**Wiring by layer**

Bar = 20 µm. Two of the layers only.
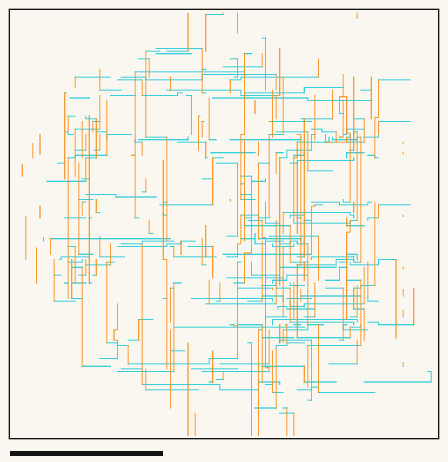
**Metal 2**

Bar = 20 µm.
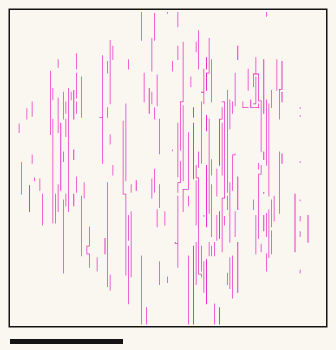
**The metal 3 layer**

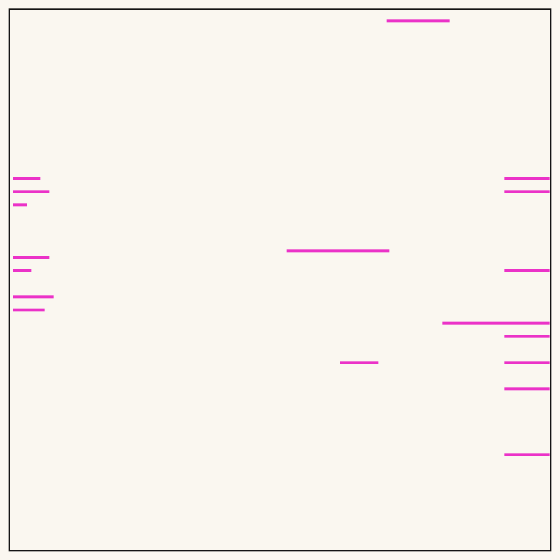
**Power grid**

Bar = 20 µm. Pins as bars on the die edge.
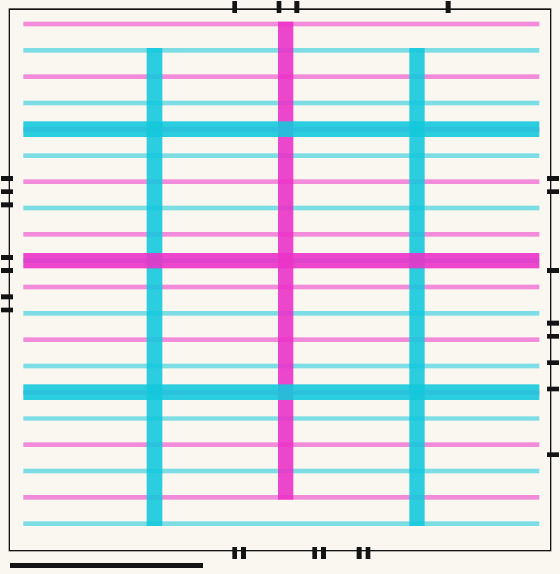
**The clock network**

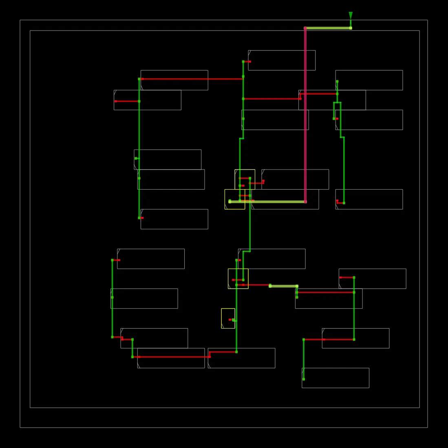
### config.mk
export PLATFORM = sky130hd
export DESIGN_NAME = alu_opsel_pipe
export DESIGN_NICKNAME = d
export VERILOG_FILES = /design/src/rtl/alu_opsel_pipe.sv
export SDC_FILE = /design/constraint.sdc
export NUM_CORES = 1
export LEC_CHECK = 0
export CAP_MARGIN = 40
export CORE_MARGIN = 1
export CORE_UTILIZATION = 40
export DETAILED_ROUTE_END_ITERATION = 10
export MAX_ROUTING_LAYER = met4
export PLACE_DENSITY = 0.65
export SYNTH_ARGS = -nofsm -noshare
export SYNTH_HDL_FRONTEND = slang
export SYNTH_SLANG_ARGS = --single-unit
### constraint.sdc
create_clock -name clk -period 5.6 [get_ports clk]
set_clock_uncertainty 0.05 [all_clocks]
set_input_delay 1.68 -clock clk [delete_from_list [all_inputs] [get_ports clk]]
set_output_delay 1.68 -clock clk [all_outputs]
set_load 0.02 [all_outputs]
### src/rtl/alu_opsel_pipe.sv
// alu_opsel_pipe: two-stage operand-select / add pipeline.
// Stage 1 captures a, the op-conditioned operand m, the carry-in and the
// operand-A source. Stage 2 adds through a ripple chain of bit slices and
// registers the result, carry-out, signed overflow and zero flag.
// Valid/ready on both sides. There is no skid buffer, so in_ready is a
// combinational function of the stage state and out_ready.

// One full-adder slice of the stage-2 ripple chain.
module alu_opsel_bit (
   input  logic x,
   input  logic m,
   input  logic ci,
   output logic s,
   output logic co
);
   assign s  = x ^ m ^ ci;
   assign co = (x & m) | (ci & (x ^ m));
endmodule

module alu_opsel_pipe #(
   parameter int W = 4
) (
   input  logic         clk,
   input  logic         rst_n,
   input  logic         in_valid,
   output logic         in_ready,
   input  logic [W-1:0] a,
   input  logic [W-1:0] b,
   input  logic         s1,
   input  logic         s0,
   input  logic         acc_sel,
   input  logic         acc_clr,
   output logic         out_valid,
   input  logic         out_ready,
   output logic [W-1:0] o,
   output logic         cout,
   output logic         ovf,
   output logic         zero
);

   localparam int STAGES = 2;

   // Op encodings on {s1,s0}.
   localparam logic [1:0] OP_ADD = 2'b00;
   localparam logic [1:0] OP_SUB = 2'b01;
   localparam logic [1:0] OP_INC = 2'b10;
   localparam logic [1:0] OP_DEC = 2'b11;

   // Request held in stage 1: everything stage 2 needs to finish the add.
   typedef struct packed {
      logic [W-1:0] a;
      logic [W-1:0] m;
      logic         cin;
      logic         acc_sel;
   } s1_req_t;

   // Registered response presented to the write-back stage.
   typedef struct packed {
      logic [W-1:0] o;
      logic         cout;
      logic         ovf;
      logic         zero;
   } s2_rsp_t;

   // vld_pipe[1] = stage-1 occupied, vld_pipe[2] = output valid.
   logic [STAGES:1] vld_pipe;
   logic            accept;
   logic            adv;

   s1_req_t         req_d;
   s1_req_t         s1_q;
   s2_rsp_t         rsp_d;
   s2_rsp_t         s2_q;

   logic [W-1:0]    acc;
   logic [W-1:0]    x;
   logic [W-1:0]    sum;
   logic [W:0]      carry;

   // ------------------------------------------------------------------
   // Handshake. Stage 2 drains whenever its slot is free or being read
   // this cycle, so with out_ready held high one transaction per cycle
   // flows through.
   // ------------------------------------------------------------------
   assign adv      = vld_pipe[1] & (~vld_pipe[2] | out_ready);
   assign in_ready = ~vld_pipe[1] | adv;
   assign accept   = in_valid & in_ready;

   // Decode the op into the conditioned operand and its carry-in.
   always_comb begin
      req_d         = '0;
      req_d.a       = a;
      req_d.acc_sel = acc_sel;
      case ({s1, s0})
         OP_ADD: begin
            req_d.m   = b;
            req_d.cin = 1'b0;
         end
         OP_SUB: begin
            req_d.m   = ~b;
            req_d.cin = 1'b1;
         end
         OP_INC: begin
            req_d.m   = '0;
            req_d.cin = 1'b1;
         end
         OP_DEC: begin
            req_d.m   = '1;
            req_d.cin = 1'b0;
         end
         default: begin
            req_d.m   = b;
            req_d.cin = 1'b0;
         end
      endcase
   end

   // Track occupancy of both stages; a reset drops anything in flight.
   always_ff @(posedge clk or negedge rst_n) begin
      if (!rst_n) begin
         vld_pipe <= '0;
      end else begin
         if (accept)
            vld_pipe[1] <= 1'b1;
         else if (adv)
            vld_pipe[1] <= 1'b0;

         if (adv)
            vld_pipe[2] <= 1'b1;
         else if (out_ready)
            vld_pipe[2] <= 1'b0;
      end
   end

   // Stage-1 capture of the decoded request.
   always_ff @(posedge clk or negedge rst_n) begin
      if (!rst_n)
         s1_q <= '0;
      else if (accept)
         s1_q <= req_d;
   end

   // ------------------------------------------------------------------
   // Stage 2 datapath. The accumulator always holds the last stage-2
   // result, so a back-to-back acc_sel op sees its predecessor directly
   // without any forwarding path.
   // ------------------------------------------------------------------
   assign x        = s1_q.acc_sel ? acc : s1_q.a;
   assign carry[0] = s1_q.cin;

   for (genvar i = 0; i < W; i++) begin : g_bit
      alu_opsel_bit u_bit (
         .x  (x[i]),
         .m  (s1_q.m[i]),
         .ci (carry[i]),
         .s  (sum[i]),
         .co (carry[i+1])
      );
   end

   // Build the response word and flags from the adder outputs.
   always_comb begin
      rsp_d      = '0;
      rsp_d.o    = sum;
      rsp_d.cout = carry[W];
      rsp_d.ovf  = (x[W-1] == s1_q.m[W-1]) & (sum[W-1] != x[W-1]);
      rsp_d.zero = (sum == '0);
   end

   // Result register: loads on advance only, so it holds through stalls
   // and keeps its last value after the consumer drains it.
   always_ff @(posedge clk or negedge rst_n) begin
      if (!rst_n)
         s2_q <= '0;
      else if (adv)
         s2_q <= rsp_d;
   end

   // Accumulator update; a clear beats a simultaneous load, while the
   // add in that same cycle has already used the pre-clear value.
   always_ff @(posedge clk or negedge rst_n) begin
      if (!rst_n)
         acc <= '0;
      else if (acc_clr)
         acc <= '0;
      else if (adv)
         acc <= sum;
   end

   assign out_valid = vld_pipe[2];
   assign o         = s2_q.o;
   assign cout      = s2_q.cout;
   assign ovf       = s2_q.ovf;
   assign zero      = s2_q.zero;

endmodule

==> out/metrics.yaml <==
global_routing:
  antenna_found_initial: 0
  busiest_layer: "met2"
  grt_max_degree: 15
  grt_overflow: 0
  grt_pass1_vias: 766
  grt_util_met1_pct: 16.59
  grt_pass1_wl_mm: 3.318
clock_network:
  cts-root-buf: "clkbuf_4"
  cts_resized: 0
  clk_pin_slew_ps: 120
  clock.latency.late_pin_ps: 300
  post-cts-setup-buffers: 0
  cts_tree: "built"
  clock_path_buffers: 2
  h-tree-depth: 1
  cts_hold_buf: 0
finish:
  inverters: 7
  clk_share_pct: 1.868
  drive_above_1_share_pct: 14.96
  buffers: 25
  largest-register: "s1_q"
  dominant_cells: "flip-flops and latches"
  stdcell_area_um2: 1474
  lay_top_count: "clkdlybuf4s50_1"
  logic_gate_count: 68
  instances_no_fill: 158
  regArea_um2: 575.6
  nFillCells: 261
  nets: 152
  layout_top_cells: "clkdlybuf4s50_1 (24), dfrtp_1 (23), mux2_2 (12)"
  n_antenna_cell: 0
  largest_reg_flops: 9
  syn_to_final_growth_pct: 27.08
  seq_area_share_pct: 39.05
  comb-cell-share_pct: 37.35
  buf_share_pct: 17.32
  fin_util_pct: 53.45
  final-comb-area_um2: 550.5
routing:
  routed.top_layer: "met4"
  ant_nets: 0
  vias_per_cell: 5.051
  first_pass_iters: 4
  drt_iter0_drc: 13
  met2_length_mm: 1.013
  drc_errors: 0
  wl_met3_um: 80
  drt-met1-wl_um: 850
hold_path:
  hold_path.class: "flip-flop to flip-flop"
  worstHoldStart: "s1_q[8]"
  min_path_cells: 1
  holdPathEnd: "s1_q[8]"
placement:
  place_congestion: 0.7325
  placed_cells: 154
  pre_cts_slack_ps: 904.8
  place_hpwl_mm: 1.610
  port-buffer-count: 24
  dpl-instance-area_um2: 1446
critical_path:
  path_cells: "clkdlybuf4s50_1, nand3b_1, clkdlybuf4s50_1"
  r2r_cells: 8
  cpPeakStageDelay_ps: 630
  reg2reg_slack_ps: 2520
  crit_family: "buffers and inverters"
  endpoint_kind: "output port"
  crit_type: "input pin to output port"
  crit_fanout: 3
  crit_arrival_ps: 2970
  cp-startpoint: "out_ready"
  crit_required_ps: 3870
  crit_cells: 3
  critPathCapture: "in_ready"
  r2r_end: "zero"
  cp.buffers_inverters: 2
  crit_path_top_delay_cell: "clkdlybuf4s50_1"
  r2r_start: "s1_q[0]"
  crit_path_start_kind: "input pin"
  cp_common_cell: "clkdlybuf4s50_1"
sta:
  setup_viol: 0
  fin_tns_setup_ps: 0
  period_used_pct: 83.99
  slew_viol_final: 0
  worst_hold_slack_ps: 469.7
  max-slew-margin-rel_pct: 61.35
  tightest_slew_ps: 578.6
  fmax_mhz: 212.6
  fin_crit_ps: 4704
  rsz0062_at_grt: "false"
  setup_ws_ps: 896.4
  hold_viol: 0
power:
  power_frac_comb_pct: 41.8
  pg_comb_mw: 0.222
  power_leader: "sequential cells"
  netSwitchingFraction_pct: 33.62
  p_seq_share_pct: 44.3
  cellPowerDensity_nw_per_um2: 359.7
  p_sw_mw: 0.1783
  powerSeq_mw: 0.235
  p_int_mw: 0.3520
  clockPowerShare_pct: 13.9
  finalPower_mw: 0.5302
  leakage_nw: 0.6657
synthesis:
  synth_warnings: 0
  synth_flops: 23
  yosysSeqAreaShare_pct: 49.62
  synth_top_area_share_pct: 49.62
  logic_family: "multiplexers"
  top_cells_by_count: "dfrtp_1 (23), mux2_2 (12), o21ai_0 (11)"
  synth-compound-area-share_pct: 9.169
  area_leaders: "dfrtp_1 (50%), mux2_2 (12%), fa_1 (6.9%)"
  ys.flop_type: "dfrtp_1"
  synthDistinctLibCells: 23
  ys_cells: 100
  ys_sh_xor_pct: 0.7551
  syn-cell-area_um2: 1160
  netlist_instances: 100
  syn-num-nets: 124
  avgSynthCellArea_um2: 11.60
  top_cell: "dfrtp_1"
  yosysTopAreaCell: "dfrtp_1"
  edf_count: 0
  yosys_area_um2: 1160
  synthArstFlopShare_pct: 100.0
  simple_gate_share_pct: 11.65
  ys_sh_adder_pct: 11.22
  synthMuxAreaShare_pct: 14.67
job:
  drv_cap: 0
  log.warning_count: 29
die:
  fp_util_pct: 42.06
  io_pins: 25
  taps: 31
  rows: 19
  die_area_um2: 3119
outcome:
  status: "complete, no violations"
Notes on 'wiring by layer' above:
Key: orange = metal 2 [wire length 1010 µm]; cyan = metal 1 [wire length 851 µm]
via count: 798
gr usage total: 13.85%
wire per inst: 12.46 µm
drt total wl: 1.968 mm

Notes on 'metal 2' above:
The layer carries 1010 µm of wire. The wires run mostly vertical.
GR Util met2: 24.27%

Notes on 'the metal 3 layer' above:
The wires run mostly horizontal. The layer holds 4.1% of the routed length. 17 nets have wire on it. The layer carries 80.7 µm of wire. The longest straight run is 10.8 µm.
GRT met3 Usage: 1.395%

Notes on 'power grid' above:
Key: magenta = VDD; cyan = VSS
20 met1 rails follow the rows. 3 straps on met5.
Die Y: 55.85 µm
VDD IR-drop max: 0.2251 mV
die x size: 55.85 µm
Core ar.: 2758 µm²

Notes on 'the clock network' above:
registers: 23
CTS Buf Count: 3
Power Clock: 0.0738 mW
TritonCTS Sinks: 23
clock buffer count: 3

No activity file was given, so power comes from the tool's default toggle rates.
